**Congestion heat map**

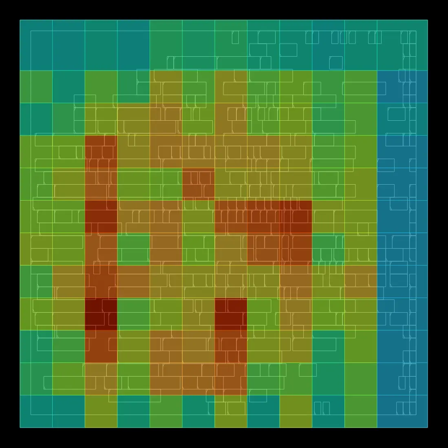
**Placed cells, one color a class**

Bar = 20 um.
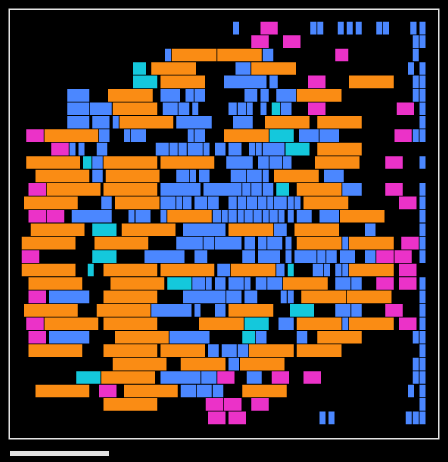
==> config.mk <==
export PLATFORM = sky130hd
export DESIGN_NAME = ascii_mem_loader
export DESIGN_NICKNAME = d
export VERILOG_FILES = /design/src/rtl/ascii_mem_loader_pkg.sv /design/src/rtl/ascii_mem_loader_fifo.sv /design/src/rtl/ascii_mem_loader.sv
export SDC_FILE = /design/constraint.sdc
export NUM_CORES = 1
export LEC_CHECK = 0
export CAP_MARGIN = 20
export CORE_MARGIN = 2
export CORE_UTILIZATION = 54
export DETAILED_ROUTE_END_ITERATION = 8
export PLACE_DENSITY = 0.95
export SLEW_MARGIN = 30
export SYNTH_ARGS = -nofsm -noshare
export SYNTH_HDL_FRONTEND = slang
export SYNTH_SLANG_ARGS = --single-unit
==> constraint.sdc <==
create_clock -name clk -period 3.7 [get_ports clk]
set_input_delay 0.37 -clock clk [delete_from_list [all_inputs] [get_ports clk]]
set_output_delay 0.37 -clock clk [all_outputs]
set_load 0.05 [all_outputs]
==> reports/metrics.cfg <==
[worst_setup_path]
critPathKind = reg2out
path_buffers = 1
cp-end-kind = primary output
reg2reg_slack_ns = 0.90
worstPathRequired_ns = 3.33

[power]
cellLeakagePower_uw = 0.001658
clkPwrFrac_pct = 19.4
sw_frac_of_total_pct = 41.15
p_total_uw = 2676
share_comb_of_total_power_pct = 38.5
sequentialPowerShare_pct = 42.1

[sta]
max_freq_mhz = 353.9
timing.hold.ws_ns = -0.004385
setup_viol = 0
fin_ws_ns = 0.8741
finalCritPeriodShare_pct = 76.38
finalHoldViolCount = 3

[routing]
dr_wl_met3_um = 319
top_layer = met4
vias = 2184

[global_route]
grt_max_degree = 41
grt_pass1_vias = 2058
met2_usage_pct = 30.91
grt_use_total_pct = 18.19

[cells_and_area]
buffer_area_share_pct = 9.082
logic_area_mm2 = 0.001426

[outcome]
violations = hold timing
status = finished with violations

[clock_network]
post_cts_resize_count = 0
clkTransAtPathRegs_ns = 0.07
cts_sinks = 72
ctsHtreeMaxLevel = 3
post_cts_buffers = 0
cts.path.max_buffers = 2

[yosys]
top_cells_by_area = dfrtp_1, edfxtp_1, buf_4
syn_area_mm2 = 0.003687
yosysSeqAreaShare_pct = 53.21

[die]
tap_cells = 80

## Picture notes: 'congestion heat map'
GR met3 Demand/Resource: 4.952%
met1 Usage GRT: 21.97%
grt peak-use layer: met2

## Picture notes: 'placed cells, one color a class'
class	color	cells	share of their area
other buffers and delay cells	magenta	37	9.3%
flops	orange	72	50%
clock drivers and dummy loads	cyan	16	4.1%
all other logic	blue	208	37%
sequential cell area share: 48.44%
Core Rows: 30
post-route cell area: 0.004050 mm2
area of the core: 0.006681 mm2
final core occ: 60.62%

## cells by family (layout without fill, tap and decap cells)
logic type      Yosys count  count (layout)  share of synthesized area [%]
buf+inv                  72              61                          13.23
xor+xnor                  6               6                          1.425
compound gates           48              48                          10.21
flops                    72              72                          53.21
simple gates             74              74                          11.94
other cells               1              49                         0.1017
mux                      16              16                          7.296
fa+ha+maj                 7               7                          2.579
## cell usage in the layout, fill, tap and decap left out, types with 4 or more instances in the layout
cell type,n
a21oi_1,6
inv_1,7
o21ai_2,13
conb_1,49
xnor2_1,4
dfrtp_1,40
and3_1,7
clkdlybuf4s50_1,36
nand2_1,10
clkbuf_8,9
mux2_2,7
o21ai_1,6
nor2_1,19
a22oi_1,6
nand2_2,16
ha_1,6
mux4_2,8
edfxtp_1,32
